<file path="config.mk">
export PLATFORM = sky130hd
export DESIGN_NAME = axi_bridge
export DESIGN_NICKNAME = d
export VERILOG_FILES = /design/src/rtl/axi_bridge.sv
export SDC_FILE = /design/constraint.sdc
export NUM_CORES = 1
export LEC_CHECK = 0
export ABC_AREA = 1
export CORE_ASPECT_RATIO = 0.5
export CORE_MARGIN = 5
export CORE_UTILIZATION = 39
export CTS_CLUSTER_DIAMETER = 50
export CTS_CLUSTER_SIZE = 24
export DETAILED_ROUTE_END_ITERATION = 8
export GPL_ROUTABILITY_DRIVEN = 0
export PLACE_DENSITY_LB_ADDON = 0.12
export SYNTH_ARGS = -nofsm -noshare
export SYNTH_HDL_FRONTEND = slang
export SYNTH_SLANG_ARGS = --single-unit
</file>
<file path="constraint.sdc">
create_clock -name i_clk -period 2.25 [get_ports i_clk]
set_input_delay 0.45 -clock i_clk [delete_from_list [all_inputs] [get_ports i_clk]]
set_output_delay 0.45 -clock i_clk [all_outputs]
set_load 0.02 [all_outputs]
</file>
<file path="src/rtl/axi_bridge.sv">
// axi_bridge: loads a frame of N 16-bit samples from a write channel into RAM.
// It then waits for an external calculation to finish, and finally streams
// N words back out of RAM on a read channel.
//
// Handshake: a beat transfers on a rising edge where the sender's valid and the
// receiver's ready are both high in the same cycle; neither side may assume a
// transfer otherwise, and the sender holds its data until the transfer happens.
module axi_bridge #(
  parameter int DATA_WIDTH = 32
) (
  input  logic                  i_clk,
  input  logic                  i_rst,
  input  logic [15:0]           i_AWDATA,
  input  logic                  i_AWVALID,
  input  logic [11:0]           i_SAMPLES_NUMBER,
  input  logic                  i_CALC_END,
  input  logic                  i_ARREADY,
  input  logic [DATA_WIDTH-1:0] i_DATA_FROM_RAM,
  output logic                  o_AWREADY,
  output logic [1:0]            o_AWBURST,
  output logic [1:0]            o_ARBURST,
  output logic [15:0]           o_SAMPLE_ram,
  output logic [11:0]           o_SAMPLE_INDEX_ram,
  output logic                  o_WRITE_ram,
  output logic                  o_READ_ram,
  output logic                  o_DATA_LOADED,
  output logic                  o_ARVALID,
  output logic [DATA_WIDTH-1:0] o_ARDATA,
  output logic [1:0]            current_state
);

  typedef enum logic [1:0] {
    S_IDLE = 2'd0,
    S_LOAD = 2'd1,
    S_WAIT = 2'd2,
    S_SEND = 2'd3
  } state_t;

  state_t      r_state;
  state_t      w_next_state;
  logic [11:0] r_cnt;
  logic [11:0] w_next_cnt;
  logic [11:0] r_n_lat;
  logic [11:0] w_next_n_lat;

  logic [11:0] w_n_eff;
  logic        w_loading;
  logic        w_awready;
  logic        w_wr_beat;
  logic        w_send;
  logic        w_rd_beat;

  // The frame length comes straight from the input until the first beat is
  // taken; after that the latched copy is used so mid-frame changes are ignored.
  assign w_n_eff   = (r_state == S_IDLE) ? i_SAMPLES_NUMBER : r_n_lat;
  assign w_loading = (r_state == S_IDLE) || (r_state == S_LOAD);
  assign w_awready = !i_rst && w_loading && (w_n_eff != 12'd0);
  assign w_wr_beat = i_AWVALID && w_awready;
  assign w_send    = !i_rst && (r_state == S_SEND);
  assign w_rd_beat = w_send && i_ARREADY;

  // State, counter and latched length registers with synchronous reset.
  always_ff @(posedge i_clk) begin
    if (i_rst) begin
      r_state <= S_IDLE;
      r_cnt   <= 12'd0;
      r_n_lat <= 12'd0;
    end else begin
      r_state <= w_next_state;
      r_cnt   <= w_next_cnt;
      r_n_lat <= w_next_n_lat;
    end
  end

  // Next-state logic: advance only on accepted beats, otherwise hold.
  always_comb begin
    w_next_state = r_state;
    w_next_cnt   = r_cnt;
    w_next_n_lat = r_n_lat;
    case (r_state)
      S_IDLE, S_LOAD: begin
        if (w_wr_beat) begin
          if (r_state == S_IDLE) begin
            w_next_n_lat = i_SAMPLES_NUMBER;
          end
          if (r_cnt == w_n_eff - 12'd1) begin
            w_next_cnt   = 12'd0;
            w_next_state = S_WAIT;
          end else begin
            w_next_cnt   = r_cnt + 12'd1;
            w_next_state = S_LOAD;
          end
        end
      end
      S_WAIT: begin
        if (i_CALC_END) begin
          w_next_state = S_SEND;
          w_next_cnt   = 12'd0;
        end
      end
      S_SEND: begin
        if (w_rd_beat) begin
          if (r_cnt == r_n_lat - 12'd1) begin
            w_next_cnt   = 12'd0;
            w_next_state = S_IDLE;
          end else begin
            w_next_cnt = r_cnt + 12'd1;
          end
        end
      end
      default: begin
        w_next_state = S_IDLE;
        w_next_cnt   = 12'd0;
      end
    endcase
  end

  // Output decode; during reset the outputs look like IDLE with strobes off.
  always_comb begin
    o_AWREADY          = w_awready;
    o_AWBURST          = 2'b01;
    o_ARBURST          = 2'b01;
    o_SAMPLE_ram       = i_AWDATA;
    o_WRITE_ram        = w_wr_beat;
    o_SAMPLE_INDEX_ram = i_rst ? 12'd0 : r_cnt;
    o_READ_ram         = w_send;
    o_ARVALID          = w_send;
    o_ARDATA           = w_send ? i_DATA_FROM_RAM : '0;
    o_DATA_LOADED      = !i_rst && (r_state == S_WAIT);
    current_state      = r_state;
  end

endmodule

</file>
Fig. 1: gate families picked out
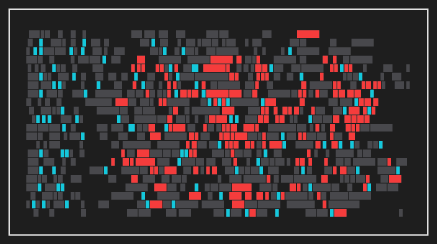
cyan -> inv cells  # cells 93, where spread over the die
red -> nand cells  # cells 172

==> impl_metrics.py <==
# Metrics from the implementation run
metrics = {
    "status": {
        "outcome": "complete, but fails checks",
        "violations": "negative setup slack",
    },
    "clock_tree": {
        "clockBufferDepth": 2,
        "worstSkewPairLatency_ps": 270,
        "cts_num_sinks": 26,
        "clkSlewWorstSetupHoldPaths_ps": 70,
        "cts_tree": "done",
        "cts_buffers": 3,
        "cts-root-buf": "clkbuf_16",
        "ctsHoldBuffers": 0,
        "cts-htree-levels": 1,
    },
    "final_timing": {
        "finalWorstSetupSlack_ps": -96.66,
        "hold_ws_ps": 511.8,
        "clock_skew_ps": 5.601,
        "timing.final.crit_period_ps": 2347,
        "rsz0062_at_grt": "true",
        "setup_viol": 16,
        "maxSlewViolCount": 0,
        "fin_crit_sh_pct": 104.3,
        "finalHoldViolCount": 0,
        "fmax_mhz": 426.1,
    },
    "route": {
        "avgRoutedWirePerCell_um": 13.71,
        "ant_nets": 0,
        "drtIter0Drc": 206,
        "routed_via_density": 4.633,
        "wl_um": 9970,
        "drc": 0,
        "firstDrtPassIters": 4,
        "num_vias": 3368,
    },
    "critical_path": {
        "timing.rr.start": "current_state[1]",
        "worstSetupStartpoint": "i_SAMPLES_NUMBER[1]",
        "r2r_end": "r_cnt[2]",
        "cp.arrival_ps": 2510,
        "path_class": "in -> reg",
        "crit_fanout": 5,
        "cpPeakStageDelay_ps": 460,
        "path_common_cell": "nand2_1",
        "end_kind": "register",
        "critPathSlowestCell": "clkdlybuf4s50_1",
        "critical_path_depth": 20,
        "path_buffers": 5,
        "worstPathCellList": "clkdlybuf4s50_1 -> inv_1 -> nand2_1 -> nand2_2 -> ha_4 -> buf_6 -> inv_2 -> nand2_1 -> nand3_1 -> nand2_1 -> nor2_1 -> nand2_1 -> inv_1 -> nand3_2 -> nor2_4 -> nand3_2 -> nand2_4 -> nand2_8 -> nand2_8 -> nor2_4",
        "r2r_cells": 19,
        "cp_top_family": "simple AND/OR/NAND/NOR gates",
        "cp_data_required_time_ps": 2410,
        "reg2reg_slack_ps": -80,
        "worstSetupStartpointType": "input pin",
    },
    "logic_synthesis": {
        "yosys.area.top_type_share_pct": 17.57,
        "synth_cells": 499,
        "simple_gate_share_pct": 45.25,
        "async_flop_share_pct": 0,
        "yosysUniqueCellTypes": 35,
        "ys_cells": 499,
        "mux_share_pct": 0,
        "edf_count": 0,
        "yosysTopAreaCell": "dfxtp_1",
        "synth_flops": 26,
        "top_logic_kind": "simple AND/OR/NAND/NOR gates",
        "synthTopCellsByArea": "dfxtp_1, nand2_1, inv_1",
        "syn_area_um2": 2962,
        "ys_sh_aoi_pct": 8.492,
        "ys_area_um2": 2962,
        "top_cell": "nand2_1",
        "post_synth.cell_area_avg_um2": 5.935,
        "yosys_warnings": 0,
        "xor_area_share_pct": 7.393,
        "ys_seq_share_pct": 17.57,
        "synth_top_flop_cell": "dfxtp_1",
        "common_cells": "nand2_1, inv_1, nor2_1",
    },
    "power": {
        "pg_clk_mw": 0.544,
        "ir_worst_vdd_mv": 0.2950,
        "p_per_area_nw_per_um2": 389.1,
        "power_frac_comb_pct": 41.2,
        "p_seq_mw": 0.503,
        "power_frac_seq_pct": 28.3,
        "p_sw_share_pct": 33.22,
        "power_leader": "combinational cells",
        "comb-power_mw": 0.732,
        "p_clk_share_pct": 30.6,
        "power.leakage_nw": 2.304,
        "p_sw_mw": 0.5910,
        "p_int_mw": 1.188,
    },
    "finish": {
        "syn_to_final_growth_pct": 54.37,
        "antenna_cells": 0,
        "drive_gt1_share_pct": 29.64,
        "nets": 700,
    },
    "min_path": {
        "min-delay-start": "r_n_lat[11]",
        "min_path_cells": 2,
        "min_path_type": "reg -> reg",
        "whs_endpoint": "r_n_lat[11]",
    },
    "die": {
        "fp_util_pct": 40.30,
        "die_y_um": 71.62,
        "die_w_um": 133.2,
        "die_area_um2": 9543,
        "core_um2": 7350,
        "ios": 136,
        "row_count": 22,
    },
    "grt": {
        "overflow": 0,
        "grt_pass1_vias": 3145,
        "grt_max_degree": 33,
        "grt_pass1_wl_um": 15120,
    },
    "flow_run": {
        "max_cap_viol_count": 0,
        "tool_warnings": 28,
    },
    "placed_design": {
        "hpwlAfterDp_um": 7753,
        "pre_cts_ws_ps": -473.1,
        "io_buffers": 99,
    },
}
Fig. 2: met1 routing
Supply wires on this layer in gray.
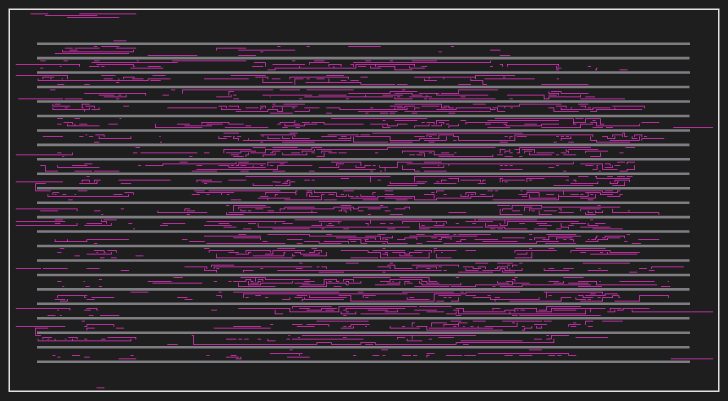
longest straight run = 32.7 um
share of all routed wire = 43%

-- timing repair --
| action | CTS | global route |
|---|---|---|
| gates resized | 83 | 112 |
| setup endpoints to repair | 63 | 48 |
| setup buffers | 4 | 4 |
| pin swaps | 17 | 25 |
| hold endpoints to repair | 0 | 0 |
| cloned | 2 | 1 |
-- layout by cell type, fill, tap and decap left out, types with 5 or more instances in the layout --
cell	count
o21ai_2	5
buf_6	10
xor2_1	17
clkbuf_2	32
inv_1	84
nand2_1	91
o21ai_0	14
o21ai_1	5
nand2_2	18
buf_4	45
nor2_4	8
dfxtp_1	24
nor2_1	70
xnor2_1	7
nor2_2	13
a21oi_1	13
nand3_1	30
clkdlybuf4s50_1	49
nand2_4	15
nand3_2	5
dlygate4sd2_1	15
nand4_1	6
nor3_1	7
-- layout make-up --
type / instances / area (um^2)
multi-input combinational: 350 / 2087
inverter: 93 / 354.1
timing repair buffer: 158 / 1378
sequential: 26 / 528.0
clock buffer: 3 / 75.07
fill: 701 / 2778
tap: 96 / 120.1
clock inverter: 1 / 30.03
-- routing by layer --
layer / up-vias / wire [um] / global-route usage (%)
met5: - / 0 / 0
met1: 1508 / 4279 / 24.58
li1: 1747 / - / -
met2: 105 / 4640 / 33.03
met3: 8 / 951 / 6.592
met4: 0 / 98 / 3.421
-- sequential cells by signal, indices dropped and copies added (netlist names) --
| name | cells |
|---|---|
| current_state | 2 |
| r_cnt | 12 |
| r_n_lat | 12 |
-- per-stage QoR --
step	TNS (ps)	area, um^2	cells	utilization [%]	power, mW
after CTS	-1615	4457	722	60.64	1.722
after global routing	-2853	4572	727	62.21	1.869
after global placement	-13460	4253	712	57.87	1.135
final	-1028	4572	727	62.21	1.779
after detailed placement	-15250	4253	712	57.87	1.141
after floorplan	0	2970	501	-	0.9228
No activity file was given, so power comes from the tool's default toggle rates.
